$ cat src/rtl/ram_tester_pkg.sv
`default_nettype none
// ============================================================================
// Module      : ram_tester_pkg
// Description : Shared definitions for the RAM tester: FSM state encoding,
//               bus widths, default pattern seed and the pattern function.
// Revision    : 1.0 - initial release
// ============================================================================
package ram_tester_pkg;

    localparam int ADDR_W = 25;
    localparam int DATA_W = 32;

    typedef logic [ADDR_W-1:0] word_addr_t;
    typedef logic [DATA_W-1:0] word_data_t;

    // Tester FSM encoding
    localparam logic [1:0] ST_IDLE = 2'd0;
    localparam logic [1:0] ST_WR   = 2'd1;
    localparam logic [1:0] ST_RD   = 2'd2;
    localparam logic [1:0] ST_FIN  = 2'd3;

    localparam logic [31:0] SEED_DEFAULT = 32'hA5A5_5A5A;

    // Address-dependent test pattern: zero-extended word address XOR seed
    function automatic word_data_t pat(input word_addr_t a, input word_data_t seed);
        return {7'b0, a} ^ seed;
    endfunction

endpackage
`default_nettype wire

$ cat src/rtl/bus_timer.sv
`default_nettype none
// ============================================================================
// Module      : bus_timer
// Description : Per-transaction ack watchdog for a bus initiator. Counts the
//               cycles a request is outstanding without ack and flags expiry
//               in the cycle the count reaches TIMEOUT. An ack in that same
//               cycle wins over expiry.
// Revision    : 1.0 - initial release
// ============================================================================
module bus_timer #(
    parameter int unsigned TIMEOUT = 255
) (
    input  logic clk,
    input  logic rst,
    input  logic run,
    input  logic ack,
    output logic expired
);

    // Counter only needs to hold 0 .. TIMEOUT-1; expiry fires on the
    // cycle that would take it to TIMEOUT.
    localparam int unsigned CNT_W = (TIMEOUT < 2) ? 1 : $clog2(TIMEOUT);
    localparam logic [CNT_W-1:0] C_LAST = CNT_W'(TIMEOUT - 1);
    localparam logic [CNT_W-1:0] C_ONE  = CNT_W'(1);

    logic [CNT_W-1:0] r_cnt;

    // Cleared while idle or on ack, counts waiting cycles, saturates at last value
    always_ff @(posedge clk) begin
        if (!rst) begin
            r_cnt <= '0;
        end else if (!run || ack) begin
            r_cnt <= '0;
        end else if (r_cnt != C_LAST) begin
            r_cnt <= r_cnt + C_ONE;
        end
    end

    assign expired = run & ~ack & (r_cnt == C_LAST);

endmodule
`default_nettype wire

$ cat src/rtl/ram_tester.sv
`default_nettype none
// ============================================================================
// Module      : ram_tester
// Description : Built-in RAM tester. Writes an address-derived pattern over a
//               word range, reads it back and compares, reporting pass/fail,
//               first failing address/data, and ack timeouts.
// Revision    : 1.0 - initial release
// ============================================================================
module ram_tester
    import ram_tester_pkg::*;
#(
    parameter int unsigned TIMEOUT = 255,
    parameter logic [31:0] SEED    = SEED_DEFAULT
) (
    input  logic        clk,
    input  logic        rst,
    input  logic        start,
    input  logic [24:0] base,
    input  logic [24:0] count,
    output logic        busy,
    output logic        done,
    output logic        pass,
    output logic        timeout,
    output logic [24:0] err_addr,
    output logic [31:0] err_data,
    output logic        stb,
    output logic        we,
    output logic [24:0] addr,
    output logic [31:0] data_out,
    input  logic [31:0] data_in,
    input  logic        ack
);

    localparam logic [24:0] C_ONE = 25'd1;

    logic [1:0]  r_state;
    logic [24:0] r_base;
    logic [24:0] r_count;
    logic [24:0] r_left;

    logic w_expired;
    logic w_last;
    logic w_rd_ok;

    assign w_last  = (r_left == C_ONE);
    assign w_rd_ok = (data_in == pat(addr, SEED));

    bus_timer #(
        .TIMEOUT (TIMEOUT)
    ) u_bus_timer (
        .clk     (clk),
        .rst     (rst),
        .run     (stb),
        .ack     (ack),
        .expired (w_expired)
    );

    // Test sequencer: start sampling, write pass, read/compare pass, result
    always_ff @(posedge clk) begin
        if (!rst) begin
            r_state  <= ST_IDLE;
            r_base   <= '0;
            r_count  <= '0;
            r_left   <= '0;
            busy     <= 1'b0;
            done     <= 1'b0;
            pass     <= 1'b0;
            timeout  <= 1'b0;
            err_addr <= '0;
            err_data <= '0;
            stb      <= 1'b0;
            we       <= 1'b0;
            addr     <= '0;
            data_out <= '0;
        end else begin
            done <= 1'b0;
            case (r_state)
                ST_IDLE: begin
                    if (start) begin
                        busy     <= 1'b1;
                        timeout  <= 1'b0;
                        err_addr <= '0;
                        err_data <= '0;
                        pass     <= 1'b0;
                        r_base   <= base;
                        r_count  <= count;
                        r_left   <= count;
                        addr     <= base;
                        if (count == '0) begin
                            // Empty range trivially passes
                            pass    <= 1'b1;
                            done    <= 1'b1;
                            r_state <= ST_FIN;
                        end else begin
                            stb      <= 1'b1;
                            we       <= 1'b1;
                            data_out <= pat(base, SEED);
                            r_state  <= ST_WR;
                        end
                    end
                end

                ST_WR: begin
                    if (stb) begin
                        if (ack) begin
                            stb <= 1'b0;
                            if (w_last) begin
                                r_left  <= r_count;
                                addr    <= r_base;
                                r_state <= ST_RD;
                            end else begin
                                r_left <= r_left - C_ONE;
                                addr   <= addr + C_ONE;
                            end
                        end else if (w_expired) begin
                            stb      <= 1'b0;
                            timeout  <= 1'b1;
                            pass     <= 1'b0;
                            err_addr <= addr;
                            done     <= 1'b1;
                            r_state  <= ST_FIN;
                        end
                    end else begin
                        // One idle bus cycle after every ack before the next request
                        stb      <= 1'b1;
                        we       <= 1'b1;
                        data_out <= pat(addr, SEED);
                    end
                end

                ST_RD: begin
                    if (stb) begin
                        if (ack) begin
                            stb <= 1'b0;
                            if (!w_rd_ok) begin
                                err_addr <= addr;
                                err_data <= data_in;
                                pass     <= 1'b0;
                                done     <= 1'b1;
                                r_state  <= ST_FIN;
                            end else if (w_last) begin
                                pass    <= 1'b1;
                                done    <= 1'b1;
                                r_state <= ST_FIN;
                            end else begin
                                r_left <= r_left - C_ONE;
                                addr   <= addr + C_ONE;
                            end
                        end else if (w_expired) begin
                            stb      <= 1'b0;
                            timeout  <= 1'b1;
                            pass     <= 1'b0;
                            err_addr <= addr;
                            done     <= 1'b1;
                            r_state  <= ST_FIN;
                        end
                    end else begin
                        stb <= 1'b1;
                        we  <= 1'b0;
                    end
                end

                ST_FIN: begin
                    busy    <= 1'b0;
                    r_state <= ST_IDLE;
                end

                default: begin
                    r_state <= ST_IDLE;
                end
            endcase
        end
    end

endmodule
`default_nettype wire

$ cat config.mk
export PLATFORM = sky130hd
export DESIGN_NAME = ram_tester
export DESIGN_NICKNAME = d
export VERILOG_FILES = /design/src/rtl/ram_tester_pkg.sv /design/src/rtl/bus_timer.sv /design/src/rtl/ram_tester.sv
export SDC_FILE = /design/constraint.sdc
export NUM_CORES = 1
export LEC_CHECK = 0
export CAP_MARGIN = 20
export CORE_MARGIN = 5
export CORE_UTILIZATION = 45
export DETAILED_ROUTE_END_ITERATION = 8
export GPL_TIMING_DRIVEN = 0
export PLACE_DENSITY = 0.68
export SYNTH_ARGS = -nofsm -noshare
export SYNTH_HDL_FRONTEND = slang
export SYNTH_SLANG_ARGS = --single-unit
$ cat constraint.sdc
create_clock -name clk -period 3.2 [get_ports clk]
set_input_delay 0.64 -clock clk [delete_from_list [all_inputs] [get_ports clk]]
set_output_delay 0.64 -clock clk [all_outputs]
set_load 0.005 [all_outputs]
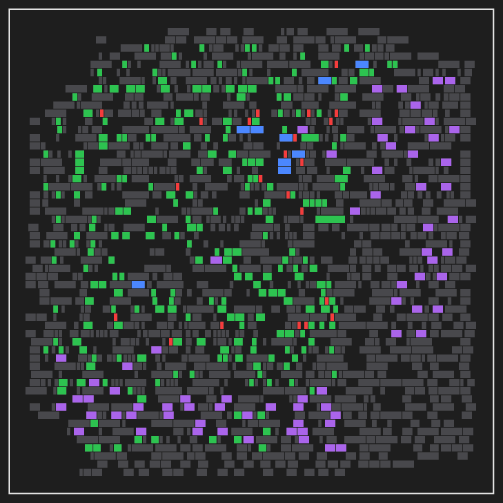
Run 1: gate-type map
(3 px per um)
- inv cells: red (cells 22; most used inv_1)
- mux cells: purple (cells 73; most used mux2i_1; where all over the die)
- fa/ha/maj cells: blue (cells 9; most used ha_1; where top center)
- aoi and oai cells: green (cells 244; most used a21oi_1)

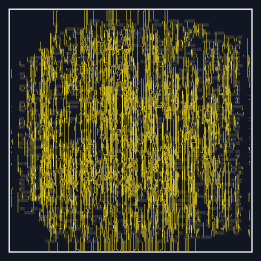
Run 1: the metal 2 layer
(1.5 px per um)
- wire length on this layer: 18000 um
- main direction: vertical
met2 Use GR: 47.5%
total wire length: 41500 um

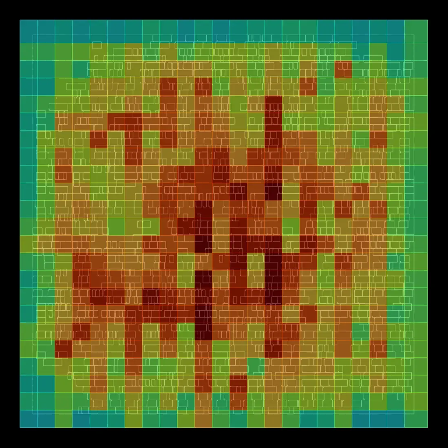
Run 1: routing congestion
GRT met3 Usage: 7.24%
DR WL/cell: 23.8 um

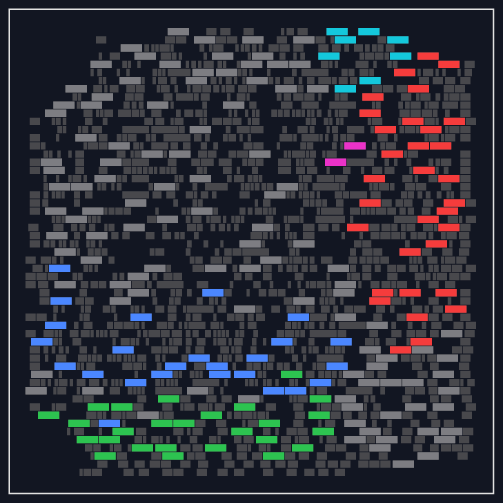
Run 1: sequential cells colored by netlist name
(3 px per um)
- `u_bus_timer.r_cnt`: cyan (sequential cells 8; where upper right)
- `r_base`: blue (sequential cells 25)
- `err_data`: red (sequential cells 32)
- `data_out`: green (sequential cells 26)
- `r_state`: magenta (sequential cells 2)

[run 1: power by group through the flow]
| stage | clock [mW] | combinational, mW | sequential, mW |
|---|---|---|---|
| floorplan | 0 | 4.49 | 3.53 |
| global placement | 0 | 7.09 | 3.69 |
| detailed placement | 0 | 7.15 | 3.71 |
| CTS | 2.29 | 7.21 | 3.66 |
| global route | 2.39 | 7.82 | 3.78 |
| finish | 2.28 | 7.44 | 3.72 |
[run 1: path summary, 6_finish.rpt]
path                     from           to  slack (ns)
setup / recovery     addr[15]      addr[5]         0.1
hold / removal    r_count[16]  r_count[16]        0.45
setup reg to reg     addr[15]      addr[5]         0.1
hold reg to reg   r_count[16]  r_count[16]        0.45
[run 1: timing repair]
item / CTS / global route
resized: 10 / 11
buffers inserted: 0 / 2
setup endpoints to repair: 43 / 49
pin swaps: 0 / 1
hold buffers: 0 / 0
[run 1: cell type report]
class	count	area [um2]	area share (%)
plain buffers	114	536	4.02
repair buffers	202	2020	15.1
inverters	22	82.6	0.619
clock buffers	17	425	3.19
clock inverters	15	203	1.52
well taps	285	357	2.68
multi-input cells	889	5730	43.0
flip-flops and latches	199	3980	29.9
[run 1: state kept, by name, summed over array words and instances, names as in the netlist, 8 cells and up]
name               cells
addr                  25
data_out              26
err_addr              25
err_data              32
r_base                25
r_count               25
r_left                25
u_bus_timer.r_cnt      8
[run 1: routing by layer]
| layer | vias up | track usage, % |
|---|---|---|
| met3 | 148 | 7.24 |
| li1 | 4914 | - |
| met2 | 680 | 47.5 |
| met1 | 5102 | 40.3 |
| met5 | - | 0 |
| met4 | 0 | 16.0 |
==> impl_metrics.env, run 1 <==
# flow metrics
export IMPL_finalPower_mw=13.4
export IMPL_antenna_cells=0
export IMPL_synth_xor_area_share_pct=4.70
export IMPL_dp_hpwl_um=30400
export IMPL_synth_cellmix_simpleShare_pct=20.8
export IMPL_lay_top_cells="clkdlybuf4s50_1 (200), dfxtp_1 (199), nand2_1 (177)"
export IMPL_setup_viol=0
export IMPL_path_depth=9
export IMPL_ys_sh_adder_pct=1.10
export IMPL_cp_slowest_stage_delay_ns=0.47
export IMPL_drive_above_1_share_pct=7.82
export IMPL_r2r_cells=9
export IMPL_chipArea_um2=25900
export IMPL_ys_seq_share_pct=38.9
export IMPL_wl_met3_um=4400
export IMPL_crit_type="flop to flop"
export IMPL_dr_pass1_iters=5
export IMPL_hold_depth=2
export IMPL_ys_cells=1223
export IMPL_drtIter0Drc=1305
export IMPL_fin_crit_sh_pct=96.9
export IMPL_status="finished, final reports clean"
export IMPL_power_density_nw_per_um2=1010
export IMPL_yosys_area_top_type_share_pct=38.9
export IMPL_pwr_share_seq_pct=27.7
export IMPL_wl_met2_um=18000
export IMPL_cts_inserted_buffers=17
export IMPL_grt_max_degree=23
export IMPL_die_w_um=161
export IMPL_synthTopCellsByArea="dfxtp_1 (39%), mux2i_1 (7.0%), nand2_1 (6.5%)"
export IMPL_gp_congestion=0.977
--- run 2 (diff from run 1) ---
--- a/config.mk
+++ b/config.mk
@@ -10,6 +10,8 @@
 export CORE_UTILIZATION = 45
 export DETAILED_ROUTE_END_ITERATION = 8
+export DONT_BUFFER_PORTS = 1
 export GPL_TIMING_DRIVEN = 0
-export PLACE_DENSITY = 0.68
+export HOLD_SLACK_MARGIN = 0.02
+export PLACE_DENSITY = 0.57
 export SYNTH_ARGS = -nofsm -noshare
 export SYNTH_HDL_FRONTEND = slang
==> constraint.sdc (replaced) <==
create_clock -name clk -period 3.2 [get_ports clk]
set_input_delay 0.32 -clock clk [delete_from_list [all_inputs] [get_ports clk]]
set_output_delay 0.32 -clock clk [all_outputs]
set_load 0.005 [all_outputs]
==> run 2 against run 1 <==
Maximum frequency grew 0.38%. Flip-flop count unchanged. Worst hold slack worse by 0.42 ns. Largest power group unchanged. Combinational power decreased by 11%. Setup slack gained 0.012 ns. Critical endpoint is now addr[14]. Clock skew fell by 0.0035 ns. Sequential power rose by 2%.
==> impl_metrics.env, run 2 <==
# flow metrics
export IMPL_gp_congestion=0.961
export IMPL_setup_slack_ns=0.111
export IMPL_grt_max_degree=21
export IMPL_ys_sh_adder_pct=1.10
export IMPL_synthTopCellsByArea="dfxtp_1 (39%), mux2i_1 (7.0%), nand2_1 (6.5%)"
export IMPL_status="finished, final reports clean"
export IMPL_postRouteWirelength_um=40800
export IMPL_vias_per_cell=6.40
export IMPL_post_synth_top_area_cell="dfxtp_1"
export IMPL_ys_seq_share_pct=38.9
export IMPL_ys_cells=1223
export IMPL_lay_top_cells="dfxtp_1 (198), nand2_1 (177), a21oi_1 (81)"
export IMPL_arrival_ns=3.40
export IMPL_cts_inserted_buffers=17
export IMPL_die_w_um=161
export IMPL_synth_cellmix_simpleShare_pct=20.8
export IMPL_avgSynthCellArea_um2=8.38
export IMPL_drtIter0Drc=1122
export IMPL_r2r_start="r_state[1]"
export IMPL_synth_xor_area_share_pct=4.70
export IMPL_path_max_fanout=10
export IMPL_yosys_area_top_type_share_pct=38.9
export IMPL_setup_viol=0
export IMPL_power_density_nw_per_um2=1070
export IMPL_reg_largest_list="err_data: 32 flops, data_out: 26 flops"
export IMPL_largest_register="err_data"
export IMPL_drive_above_1_share_pct=8.88
export IMPL_reg2reg_to="addr[14]"
export IMPL_floorplanUtilization_pct=45.5
export IMPL_crit_type="flop to flop"
export IMPL_chipArea_um2=25900
export IMPL_dr_pass1_iters=6
export IMPL_whs_endpoint="err_data[14]"
export IMPL_r2r_cells=8
export IMPL_routedWlPerCell_um=25.6
export IMPL_worstHoldStart="data_in[14]"
export IMPL_dp_hpwl_um=29400
export IMPL_overflow=0
export IMPL_fin_crit_sh_pct=96.5
export IMPL_finalPower_mw=12.6
export IMPL_rrSetupSlack_ns=0.11
export IMPL_hold_depth=2
export IMPL_rsz0062_at_grt="false"
export IMPL_largest_reg_flops=32
==> run 2: cell counts after synthesis <==
Identical to the previous run, type by type.
==> run 2: final cells by class <==
cell class / instances / area, um2
well taps: 285 / 357
plain buffers: 115 / 543
flip-flops and latches: 199 / 3990
inverters: 22 / 82.6
clock buffers: 17 / 425
diodes: 1 / 2.50
multi-input cells: 889 / 5700
fillers: 2183 / 10700
clock inverters: 14 / 150
repair buffers: 51 / 508
==> run 2: critical path, stage by stage, from the launching register on <==
cell and delay (ns):
dfxtp_1 0.37, inv_1 0.13, ha_1 0.18, clkbuf_1 0.42, nor2_1 0.16, a21oi_2 0.52
clkbuf_1 0.61, a221oi_1 0.16, o31ai_1 0.41
==> run 2: metal layers <==
metal | wire, um | vias to the layer above | global-route usage (%)
met3 | 4460 | 94 | 8.42
met1 | 16600 | 4913 | 39.0
li1 | - | 4619 | -
met5 | 15 | - | 0
met2 | 18100 | 571 | 47.7
met4 | 1590 | 2 | 12.8
==> run 2: what timing repair did <==
item	in CTS	in global routing
hold buffers	50	0
endpoints found under the hold margin	50	0
setup endpoints to repair	50	92
pin swaps	0	1
setup buffers	0	1
resized	4	25
==> run 2: how the worst max path moves through the flow <==
stage                     startpoint           to  slack [ns]  cells past startpoint
after floorplan           r_state[0]  err_addr[2]        0.66                     10
after global placement    r_state[1]      addr[1]       -0.38                      8
after detailed placement  r_state[1]      addr[1]       -0.38                      8
after CTS                    addr[2]      addr[7]       0.005                      9
after global routing      r_state[1]     addr[14]        0.02                      8
final                     r_state[1]     addr[14]        0.11                      8
==> run 2: where the power goes <==
| group | switching (mW) | internal [mW] |
|---|---|---|
| sequential | 0.715 | 3.07 |
| combinational | 4.41 | 2.23 |
| clock | 1.11 | 1.04 |
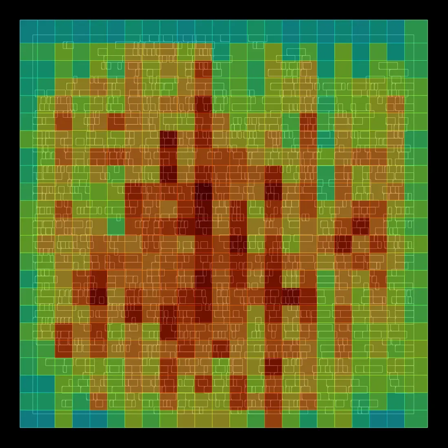
Run 2: routing congestion
GRT Overall Usage: 30.2%
met1 usage: 39.0%

--- run 3 (diff from run 2) ---
CTS_BUF_LIST = sky130_fd_sc_hd__clkbuf_16   (was unset)
==> run 3 against run 2 <==
Via count is the same. Global-route usage is the same. Maximum frequency is the same. Combinational power is essentially flat. Register-to-register slack is essentially flat. Sequential share of layout area is the same. Worst hold slack is the same. Total power is the same. Critical path type unchanged.
==> impl_metrics.env, run 3 <==
# flow metrics
export IMPL_ys_sh_adder_pct=1.10
export IMPL_status="finished, final reports clean"
export IMPL_floorplanUtilization_pct=45.5
export IMPL_setup_slack_ns=0.111
export IMPL_ys_cells=1223
export IMPL_largest_reg_flops=32
export IMPL_synth_cellmix_simpleShare_pct=20.8
export IMPL_lay_top_cells="dfxtp_1 (198), nand2_1 (177), a21oi_1 (81)"
export IMPL_r2r_cells=8
export IMPL_overflow=0
export IMPL_whs_endpoint="err_data[14]"
export IMPL_combPwrFrac_pct=52.8
export IMPL_cts_resized_gates=4
export IMPL_grt_max_degree=21
export IMPL_vias_per_cell=6.40
export IMPL_largest_register="err_data"
export IMPL_r2r_start="r_state[1]"
export IMPL_powerSeq_mw=3.78
export IMPL_routedWlPerCell_um=25.6
export IMPL_reg_largest_list="err_data: 32 flops, data_out: 26 flops"
export IMPL_yosys_area_top_type_share_pct=38.9
export IMPL_crit_type="flop to flop"
export IMPL_rrSetupSlack_ns=0.11
export IMPL_ys_seq_share_pct=38.9
export IMPL_pg_comb_mw=6.64
export IMPL_dp_hpwl_um=29400
export IMPL_synthTopCellsByArea="dfxtp_1 (39%), mux2i_1 (7.0%), nand2_1 (6.5%)"
export IMPL_postCtsSetupRepairBufs=0
export IMPL_seq_area_um2=3990
export IMPL_chipArea_um2=25900
export IMPL_internal_power_mw=6.34
export IMPL_globalRouteTotalUtil_pct=30.2
export IMPL_dr_pass1_iters=6
export IMPL_setup_viol=0
export IMPL_synth_xor_area_share_pct=4.70
export IMPL_swShare_pct=49.6
export IMPL_rsz0062_at_grt="false"
export IMPL_maxPowerGroup="combinational cells"
export IMPL_worstHoldStart="data_in[14]"
-- run 3: cell counts in the layout (fill, tap and decap cells not counted) --
No cell type changed its count.
-- run 3: how the worst max path moves through the flow --
stage	slack, ns	end	startpoint
after floorplan	0.66	err_addr[2]	r_state[0]
after global placement	-0.38	addr[1]	r_state[1]
after detailed placement	-0.38	addr[1]	r_state[1]
after CTS	0.005	addr[7]	addr[2]
after global routing	0.02	addr[14]	r_state[1]
final	0.11	addr[14]	r_state[1]
-- run 3: through the flow --
| step | hold WS (ns) | TNS, ns | util [%] | area (um2) | total power [mW] |
|---|---|---|---|---|---|
| after floorplan | 0.432 | 0 | - | 10300 | 8.02 |
| after global placement | 0.440 | -8.70 | 47.2 | 10600 | 10.1 |
| after detailed placement | 0.449 | -8.50 | 47.2 | 10600 | 10.1 |
| after CTS | 0.0313 | 0 | 52.0 | 11700 | 12.3 |
| after global routing | 0.0331 | 0 | 52.2 | 11800 | 13.2 |
| final | 0.0334 | 0 | 52.2 | 11800 | 12.6 |
-- run 3: final cells by class --
class,instances,share of cell area (%)
Tap cell,285,3.03
Clock inverter,14,1.28
Sequential cell,199,33.9
Inverter,22,0.702
Clock buffer,17,3.62
Multi-Input combinational cell,889,48.5
Buffer,115,4.62
Antenna cell,1,0.0213
Timing Repair Buffer,51,4.32
-- run 3: metal layers --
layer  track usage, %  wire (um)
met3             8.42       4460
met5                0         15
met2             47.7      18100
met1             39.0      16600
met4             12.8       1590
-- run 3: worst max-delay path, cell delays in order, from the launching register on --
cell and delay [ns]:
dfxtp_1 0.37, inv_1 0.13, ha_1 0.18, clkbuf_1 0.42
nor2_1 0.16, a21oi_2 0.52, clkbuf_1 0.61, a221oi_1 0.16
o31ai_1 0.41
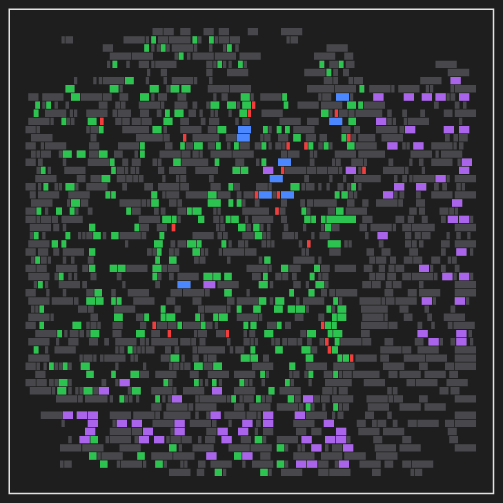
Run 3: gate-type map
(3 px per um)
- inv cells: red (cells 22; most used inv_1)
- mux cells: purple (cells 73; most used mux2i_1; where all over the die)
- aoi and oai cells: green (cells 244; most used a21oi_1)
- fa/ha/maj cells: blue (cells 9; most used ha_1)

Power is estimated from default activity; no workload was simulated.
